`config.mk`:
```
export PLATFORM = sky130hd
export DESIGN_NAME = nibble_packer
export DESIGN_NICKNAME = d
export VERILOG_FILES = /design/src/rtl/nibble_packer.sv
export SDC_FILE = /design/constraint.sdc
export NUM_CORES = 1
export LEC_CHECK = 0
export CAP_MARGIN = 20
export CORE_ASPECT_RATIO = 1.75
export CORE_MARGIN = 5
export CORE_UTILIZATION = 50
export DETAILED_ROUTE_END_ITERATION = 8
export PLACE_DENSITY = 0.71
export REMOVE_ABC_BUFFERS = 1
export SYNTH_ARGS = -nofsm -noshare
export SYNTH_HDL_FRONTEND = slang
export SYNTH_SLANG_ARGS = --single-unit
```
`constraint.sdc`:
```
create_clock -name clockfa -period 5.7 [get_ports clockfa]
set_input_delay 0.57 -clock clockfa [delete_from_list [all_inputs] [get_ports clockfa]]
set_output_delay 0.57 -clock clockfa [all_outputs]
set_load 0.05 [all_outputs]
```
`src/rtl/nibble_packer.sv`:
```
// Packs consecutive 4-bit nibbles (low nibble first) into bytes and queues them
// in a small FIFO toward a valid/ready byte sink; flush emits a pending half-byte.
module nibble_packer #(
    parameter int NIB_W = 4,
    parameter int DEPTH = 4,
    parameter int CNT_W = 8
) (
    input  logic                     clockfa,
    input  logic                     rstn,
    input  logic [NIB_W-1:0]         byteIn,
    input  logic                     in_valid,
    output logic                     in_ready,
    input  logic                     flush,
    output logic [2*NIB_W-1:0]       byteout,
    output logic                     out_valid,
    input  logic                     out_ready,
    output logic                     out_partial,
    output logic [$clog2(DEPTH):0]   level,
    output logic [CNT_W-1:0]         pack_cnt
);

    localparam int WORD_W = 2 * NIB_W;
    localparam int PTR_W  = $clog2(DEPTH);
    localparam int LVL_W  = PTR_W + 1;

    typedef enum logic {S_LOW, S_HIGH} state_t;

    state_t              r_state;
    state_t              w_state_nxt;
    logic [NIB_W-1:0]    r_hold;
    logic [WORD_W:0]     r_mem [DEPTH];
    logic [PTR_W-1:0]    r_wptr;
    logic [PTR_W-1:0]    r_rptr;
    logic [LVL_W-1:0]    r_level;
    logic [CNT_W-1:0]    r_cnt;

    logic                w_full;
    logic                w_accept;
    logic                w_hold_ld;
    logic                w_push;
    logic                w_pop;
    logic [WORD_W:0]     w_push_word;
    logic [WORD_W:0]     w_head;

    // Ready depends only on registered state so the sink's out_ready never
    // reaches in_ready combinationally.
    assign w_full   = (r_level == LVL_W'(DEPTH));
    assign in_ready = (r_state == S_LOW) | ~w_full;
    assign w_accept = in_valid & in_ready;
    assign w_pop    = out_valid & out_ready;

    always_ff @(posedge clockfa or negedge rstn) begin
        if (!rstn) begin
            r_state <= S_LOW;
        end else begin
            r_state <= w_state_nxt;
        end
    end

    always_comb begin
        w_state_nxt = r_state;
        w_hold_ld   = 1'b0;
        w_push      = 1'b0;
        w_push_word = '0;
        case (r_state)
            S_LOW: begin
                if (w_accept) begin
                    w_hold_ld   = 1'b1;
                    w_state_nxt = S_HIGH;
                end
            end
            S_HIGH: begin
                // A completing nibble wins over a coincident flush.
                if (w_accept) begin
                    w_push      = 1'b1;
                    w_push_word = {1'b0, byteIn, r_hold};
                    w_state_nxt = S_LOW;
                end else if (flush && !w_full) begin
                    w_push      = 1'b1;
                    w_push_word = {1'b1, {NIB_W{1'b0}}, r_hold};
                    w_state_nxt = S_LOW;
                end
            end
            default: w_state_nxt = S_LOW;
        endcase
    end

    always_ff @(posedge clockfa or negedge rstn) begin
        if (!rstn) begin
            r_hold <= '0;
        end else if (w_hold_ld) begin
            r_hold <= byteIn;
        end
    end

    always_ff @(posedge clockfa or negedge rstn) begin
        if (!rstn) begin
            for (int i = 0; i < DEPTH; i++) begin
                r_mem[i] <= '0;
            end
        end else if (w_push) begin
            r_mem[r_wptr] <= w_push_word;
        end
    end

    // Pointers wrap naturally because DEPTH is a power of two.
    always_ff @(posedge clockfa or negedge rstn) begin
        if (!rstn) begin
            r_wptr  <= '0;
            r_rptr  <= '0;
            r_level <= '0;
            r_cnt   <= '0;
        end else begin
            if (w_push) begin
                r_wptr <= r_wptr + 1'b1;
                r_cnt  <= r_cnt + 1'b1;
            end
            if (w_pop) begin
                r_rptr <= r_rptr + 1'b1;
            end
            case ({w_push, w_pop})
                2'b10:   r_level <= r_level + 1'b1;
                2'b01:   r_level <= r_level - 1'b1;
                default: r_level <= r_level;
            endcase
        end
    end

    assign w_head      = r_mem[r_rptr];
    assign out_valid   = (r_level != '0);
    assign byteout     = out_valid ? w_head[WORD_W-1:0] : '0;
    assign out_partial = out_valid & w_head[WORD_W];
    assign level       = r_level;
    assign pack_cnt    = r_cnt;

endmodule
```
==> results_slide.txt, run 1 <==
Implementation Results

Setup path
  – R2R cell count: 8
  – Crit path DAT: between 2000 and 3000 ps
  – Reg-to-Reg End: level[2]
  – Critical path cell sequence: mux4_2, and2_1, clkdlybuf4s50_1
  – Critical path fanouts, max: 11
  – WP depth: 3

Floorplan
  – Core area: approximately 0.0053 mm^2
  – Area of the die: about 0.007 mm^2

Clocking
  – Cts repair resizes: 0
  – Clock tree sinks: between 50 and 60
  – Post-CTS Setup Inserts: 0
  – Cts hold-fix bufs: 0
  – Max clock buf depth: 2
  – Cts bufs inserted: 5
  – H-tree levels: 2

STA
  – Slew Viols, Final: 0
  – Final setup vio count: 0
  – RSZ-0062 raised after global routing: false
  – Hold Vio Cnt, Final: 0
  – Period minus WS final: 3140 ps

Placement
  – HPWL after DPL: 3778 um
  – Post-DP Area: 0.003025 mm^2
  – Worst slack, placed: between 2000 and 3000 ps
  – Port Buffer Count: 30

Layout
  – Post-route insts no fill: ~270
  – Finished Core Util: 0.5940
  – Antenna Cells: 0
  – Filler Cell Count: around 430
  – Finished Cell Area: about 0.0031 mm^2

Logic synthesis
  – Yosys Instances: between 150 and 200
  – Predominant post-synthesis flop cell: dfrtp_1
  – Seq share, synth: 0.5171
  – Main area contributors: dfrtp_1 (52%), mux2_4 (10%), mux2_2 (9.1%)
  – Syn_area_per_cell: between 10 and 15 um^2
  – AO/OA Area Share: 0.006925
  – Async SR Flop Fraction: 1.000
  – #FFs+latches synth: about 56
  – Most numerous cell in the Yosys netlist: dfrtp_1
  – Top cell area share: 0.5171
  – Synth area leader: dfrtp_1

GRT
  – Number of global-route vias before repair: 1,799
  – Busiest grt layer: met2
  – Initial antenna violation count: 0
  – Congestion Overflow GR: 0
  – Met3 Use GR: 0.03030

Run
  – Tool warnings: 28
  – # Max-Cap Violations: 0

Routing
  – Met2 wire length: 2897 um
  – Drt pass-1 iters: 3
  – Uppermost layer routed: met4
  – Wire length per cell: 19.65 um
  – Drt total wl: ~5400 um
  – Total number of vias: 1,531
  – Via density: about 5.6

Outcome
  – Status: completed
## run 1: layout by cell type (no fill, tap or decap), drive strengths merged, types with 2 or more instances in the layout
cell / n
mux4: 9
clkbuf: 6
dfrtp: 56
nor2: 6
buf: 2
nor3: 2
mux2: 40
nand4: 2
xor2: 6
o21ai: 2
nand2: 9
inv: 7
clkdlybuf4s50: 29
and3: 2
ha: 6
xnor2: 7
and2: 18
## run 1: area by class of cell
type	instances	area, um^2	area share
Clock inverter	2	13.76	0.004409
Multi-Input combinational cell	117	1230	0.3940
Sequential cell	56	1401	0.4489
Timing Repair Buffer	31	302.8	0.09699
Inverter	6	22.52	0.007214
Clock buffer	6	82.58	0.02645
Tap cell	55	68.82	0.02204
Fig. 1: run 1, cell area per tile
The bar under the picture is 20 um long. The die is cut into 7 by 11 equal tiles; black is low, pale yellow is high, 0 to 100% covered.
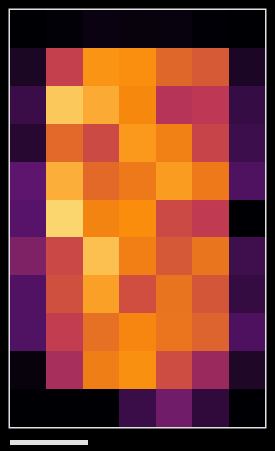
densest ninth of the die = center
tiles over 75% full = 16%
fullest tile = 91%
mean over tiles = 43%
nearly empty tiles = 12%

Fig. 2: run 1, supply network
The bar under the picture is 20 um long. Pins as bars on the die edge.
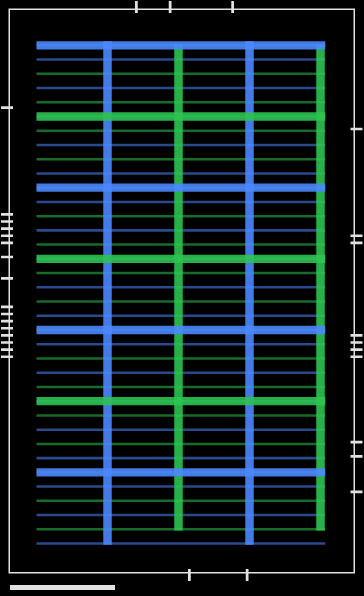
VSS -> blue
VDD -> green
met1 rails = 36
rows = 35

Fig. 3: run 1, nets reached from selected ports
The bar under the picture is 20 um long.
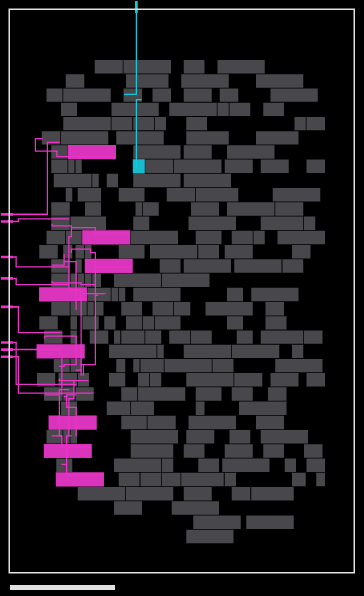
`out_ready` -> cyan  # direction input, edge north, end cells 1, wire 31.9 um
`pack_cnt` -> magenta  # direction output, edge west, end cells 8, wire 362 um

==> run 2: changes to the inputs <==
- PLACE_DENSITY: 0.71 -> 0.74
- clock period: 5.7 -> 2.7 ns (I/O delays scaled with it)
Fig. 4: run 2, nets reached from selected ports
The bar under the picture is 20 um long.
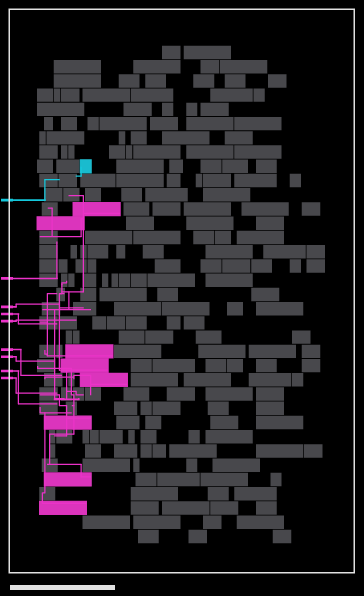
`pack_cnt` -> magenta  # direction output, edge west, end cells 8, wire 370 um
`out_ready` -> cyan  # direction input, edge west, end cells 1, wire 15.5 um

Fig. 5: run 2, supply network
The bar under the picture is 20 um long. Pins as bars on the die edge.
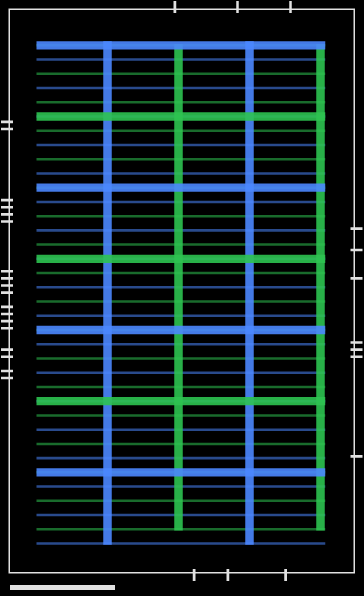
VDD -> green
VSS -> blue
signal pins = 31
rows = 35
met1 rails = 36

Fig. 6: run 2, cell area per tile
The bar under the picture is 20 um long. The die is cut into 7 by 11 equal tiles; black is low, pale yellow is high, 0 to 100% covered.
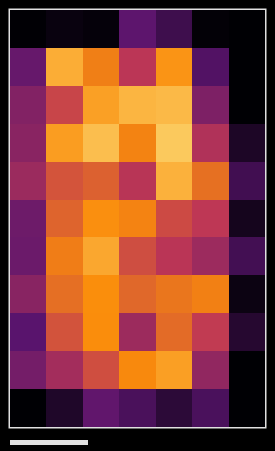
tiles over 75% full = 18%
mean over tiles = 44%
fullest tile = 88%
densest ninth of the die = center

==> results_slide.txt, run 2 <==
Implementation Results

Logic synthesis
  – Syn_area_per_cell: 14.49 um^2 (unchanged)
  – Synth area leader: dfrtp_1
  – Predominant post-synthesis flop cell: dfrtp_1
  – #FFs+latches synth: 56 (unchanged)
  – Main area contributors: dfrtp_1 (52%), mux2_4 (10%), mux2_2 (9.1%)
  – Seq share, synth: 0.5171 (unchanged)
  – Top cell area share: 0.5171 (unchanged)
  – Adder Share, Synth: 0.03509
  – Most numerous cell in the Yosys netlist: dfrtp_1
  – XOR/XNOR Fraction of Synth Area: 0.04201
  – YS warnings: 0
  – Async SR Flop Fraction: 1.000 (unchanged)
  – AO/OA Area Share: 0.006925 (unchanged)
  – Yosys Instances: 187 (unchanged)
  – Simple-Gate Fraction of Synth Area: 0.1002

GRT
  – Met3 Use GR: 0.03239 (+0.002090)
  – First-pass GRT wire length: around 8500 um
  – Number of global-route vias before repair: 1,666 (-7.4%)
  – Congestion Overflow GR: 0 (unchanged)
  – Initial antenna violation count: 0 (unchanged)
  – Met2 Use GR: 0.2577
  – Busiest grt layer: met2

Setup path
  – Slowest CP cell: clkdlybuf4s50_1
  – Crit path DAT: 2260 ps (-310 ps)
  – Critical path cell sequence: or3_1, and2_1, clkdlybuf4s50_1
  – Endpoint class of the critical path: primary output
  – WP depth: 3 (unchanged)
  – Reg-to-Reg End: level[2]
  – Reg-to-reg startpoint: level[0]
  – R2R cell count: 8 (unchanged)
  – Critical path fanouts, max: 11 (unchanged)

Routing
  – Uppermost layer routed: met4
  – Via density: 5.489 (-2.1%)
  – Wire length per cell: 17.84 um (-9.2%)
  – Number of remaining DRC errors: 0
  – Post-route ant nets: 0
  – Met3 wire length: 187 um
  – Met2 wire length: 2503 um (-14%)
  – Total number of vias: 1,526 (-0.33%)
  – Drt pass-1 iters: 4 (+1)
  – Drt total wl: 4960 um (-7.5%)

Placement
  – HPWL after DPL: 3516 um (-6.9%)
  – Worst slack, placed: 371.7 ps (-2475 ps)
  – Post-DP Area: 0.003063 mm^2 (+1.2%)
  – RD Place Congestion: ~0.76
  – Port Buffer Count: 30 (unchanged)

Floorplan
  – Area of the die: 0.007050 mm^2 (unchanged)
  – # rows: 35
  – Core area: 0.005255 mm^2 (unchanged)
  – N_taps: 55 (unchanged)

Clocking
  – Post-CTS Setup Inserts: 0 (unchanged)
  – H-tree levels: 2 (unchanged)
  – CTS tree: built
  – Cts hold-fix bufs: 0 (unchanged)
  – Clock tree sinks: 56 (unchanged)
  – Max clock buf depth: 2 (unchanged)
  – Cts repair resizes: 0 (unchanged)
  – Cts bufs inserted: 5 (unchanged)

Layout
  – Count of non-CTS inverters in the layout: 6 (unchanged)
  – Register area: 0.001401 mm^2 (unchanged)
  – Flip-flop and latch share of the layout cell area: 0.4444 (-0.004453)
  – Mi-comb count: 117 (unchanged)
  – Top cell category: sequential cells
  – Clock-cell share: 0.02857 (-0.002290)
  – Combinational share of cell area: 0.3901 (-0.003909)
  – Non-clk bufs: 36 (+16%)
  – Logic cell area: 0.001230 mm^2 (unchanged)
  – Filler Cell Count: 445 (+3.0%)
  – Signal buffers share of area: 0.1079 (+0.01094)
  – Most frequent logic cells in the routed design: dfrtp_1 (56), clkdlybuf4s50_1 (29), mux2_2 (22)
  – Seq cells: 56 (unchanged)
  – Post-route insts no fill: 278 (+1.8%)
  – Antenna Cells: 0 (unchanged)
  – Finished Cell Area: 0.003153 mm^2 (+1.0%)
  – Finished Core Util: 0.6000 (+0.005952)
  – Most used logic cell in the final layout: dfrtp_1
  – # clk buffers: 8 (+2)

Run
  – Tool warnings: 28 (unchanged)
  – # Max-Cap Violations: 0 (unchanged)

STA
  – Hold Vio Cnt, Final: 0 (unchanged)
  – RSZ-0062 raised after global routing: false
  – Final setup vio count: 0 (unchanged)
  – Worst Skew: between 5 and 6 ps
  – Slew Viols, Final: 0 (unchanged)
  – Period minus WS final: 2534 ps

Outcome
  – Status: completed
==> run 2: netlist changes by cell type in the layout (fill, tap and decap cells not counted) <==
| cell | previous run | this run |
|---|---|---|
| buf_4 | 1 | 6 |
| inv_6 | 1 | 0 |
| clkinv_2 | 1 | 0 |
| clkbuf_1 | 0 | 2 |
==> run 2: logic make-up (layout without fill, tap and decap cells) <==
group,Yosys count,in the layout
flip-flops,56,56
multiplexers,50,50
AND/OR/NAND/NOR,44,44
buffers and inverters,14,50
XOR/XNOR,13,13
adder cells (fa/ha/maj),7,7
AND-OR/OR-AND,3,3
==> run 3: changes to the inputs <==
- ABC_AREA: not set -> 0
- REMOVE_ABC_BUFFERS: 1 -> not set
Fig. 7: run 3, cell area per tile
The bar under the picture is 20 um long. The die is cut into 7 by 11 equal tiles; black is low, pale yellow is high, 0 to 100% covered.
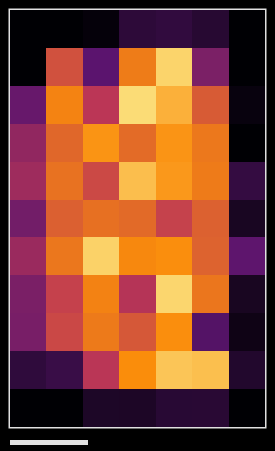
mean over tiles = 44%
fullest tile = 93%
nearly empty tiles = 13%
tiles over 75% full = 18%
densest ninth of the die = center

Fig. 8: run 3, routing congestion map
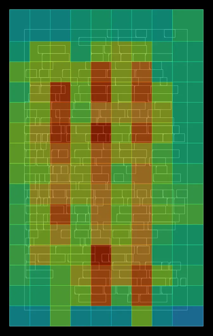
met2 Use GR: 0.2986
GRT Util Overall: 0.1686

Fig. 9: run 3, supply network
The bar under the picture is 20 um long. Pins as bars on the die edge.
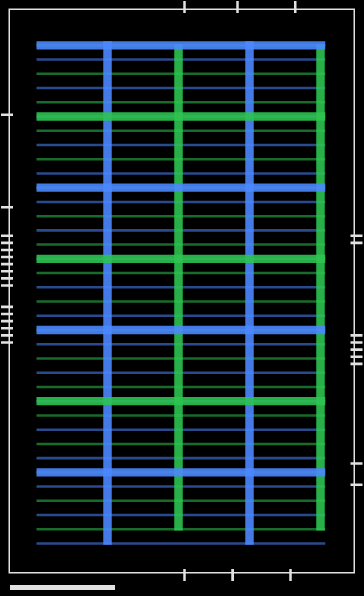
VSS -> blue
VDD -> green
signal pins = 31
met1 rails = 36
rows = 35

==> results_slide.txt, run 3 <==
Implementation Results

Outcome
  – Status: completed

Logic synthesis
  – Synth area leader: dfrtp_1
  – Top cell area share: 0.5171 (unchanged)
  – Syn_area_per_cell: 14.49 um^2 (unchanged)
  – Async SR Flop Fraction: 1.000 (unchanged)
  – Yosys Instances: 187 (unchanged)
  – Predominant post-synthesis flop cell: dfrtp_1
  – Main area contributors: dfrtp_1 (52%), mux2_4 (10%), mux2_2 (9.1%)
  – #FFs+latches synth: 56 (unchanged)
  – Seq share, synth: 0.5171 (unchanged)

GRT
  – Met3 Use GR: 0.03239 (unchanged)
  – Congestion Overflow GR: 0 (unchanged)
  – First-pass GRT wire length: 9011 um (+6.2%)
  – Number of global-route vias before repair: 1,795 (+7.7%)
  – Busiest grt layer: met2

Layout
  – Count of non-CTS inverters in the layout: 6 (unchanged)
  – Combinational share of cell area: 0.3912 (+0.001086)
  – Register area: 0.001401 mm^2 (unchanged)
  – # clk buffers: 5 (-3)
  – Non-clk bufs: 36 (unchanged)
  – Post-route insts no fill: 277 (-0.36%)
  – Mi-comb count: 117 (unchanged)
  – Most frequent logic cells in the routed design: dfrtp_1 (56), clkdlybuf4s50_1 (29), mux2_2 (22)
  – Signal buffers share of area: 0.1082 (+0.0003004)
  – Flip-flop and latch share of the layout cell area: 0.4457 (+0.001237)
  – Clock-cell share: 0.02587 (-0.002706)
  – Logic cell area: 0.001230 mm^2 (unchanged)
  – Filler Cell Count: 422 (-5.2%)
  – Antenna Cells: 0 (unchanged)

Setup path
  – Slowest CP cell: clkdlybuf4s50_1
  – Endpoint class of the critical path: primary output
  – R2R cell count: 6 (-2)
  – WP depth: 3 (unchanged)
  – Critical path fanouts, max: 11 (unchanged)
  – Critical path cell sequence: or3_1, and2_1, clkdlybuf4s50_1

Routing
  – Wire length per cell: 18.95 um (+6.2%)
  – Drt pass-1 iters: 4 (unchanged)
  – Via density: 5.542 (+0.95%)
  – Met2 wire length: 2754 um (+10%)

Placement
  – Port Buffer Count: 30 (unchanged)
  – HPWL after DPL: 3741 um (+6.4%)

Run
  – Tool warnings: 29 (+3.6%)

Clocking
  – CTS tree: built
  – Max clock buf depth: 2 (unchanged)
  – Post-CTS Setup Inserts: 0 (unchanged)
  – Cts bufs inserted: 5 (unchanged)

STA
  – Hold Vio Cnt, Final: 0 (unchanged)
  – Worst Skew: 12.08 ps (+6.343 ps)
  – RSZ-0062 raised after global routing: false
  – Final setup vio count: 0 (unchanged)

Floorplan
  – Area of the die: 0.007050 mm^2 (unchanged)
  – Core area: 0.005255 mm^2 (unchanged)
## run 3: cell counts after synthesis
No cell type changed its count.
## run 3: path summary, 6_finish.rpt
path	startpoint	to	slack, ps
worst max-delay path	level[1]	byteout[6]	180
worst min-delay path	rstn	r_mem[18]	80
worst max register to register	level[1]	level[1]	480
worst min register to register	pack_cnt[7]	pack_cnt[7]	480
max in group asynchronous	rstn	pack_cnt[7]	2140
min in group clockfa	pack_cnt[7]	pack_cnt[7]	480
## run 3: cells by family after synthesis
group	count (synthesis)	synth area share
flops	56	0.5171
simple gates	44	0.1002
mux	50	0.2696
compound gates	3	0.006926
xor+xnor	13	0.04201
fa+ha+maj	7	0.03509
buf+inv	14	0.02908

==> gallery <==
Placement by cell class.
panel A
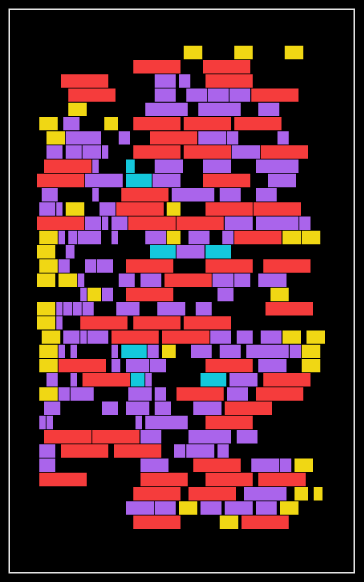
panel B
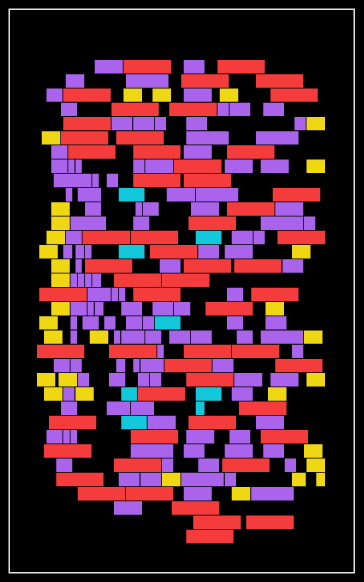
panel C
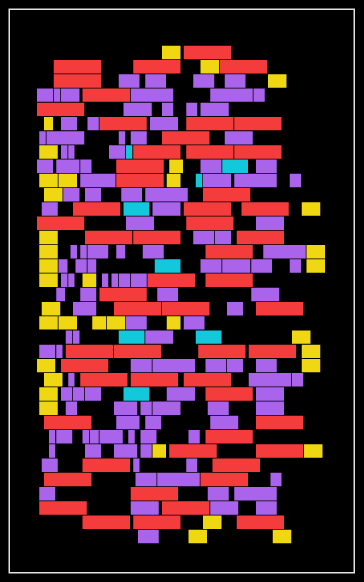
| from | picture |
|---|---|
| run 3 | panel A |
| run 1 | panel B |
| run 2 | panel C |

Key to panel C:
other buffers and delay cells -> yellow  # cells 36, share of their area 11%
combinational and other logic -> purple  # cells 123, share of their area 41%
clock drivers and dummy loads -> cyan  # cells 8, share of their area 2.9%
flops -> red  # cells 56, share of their area 45%

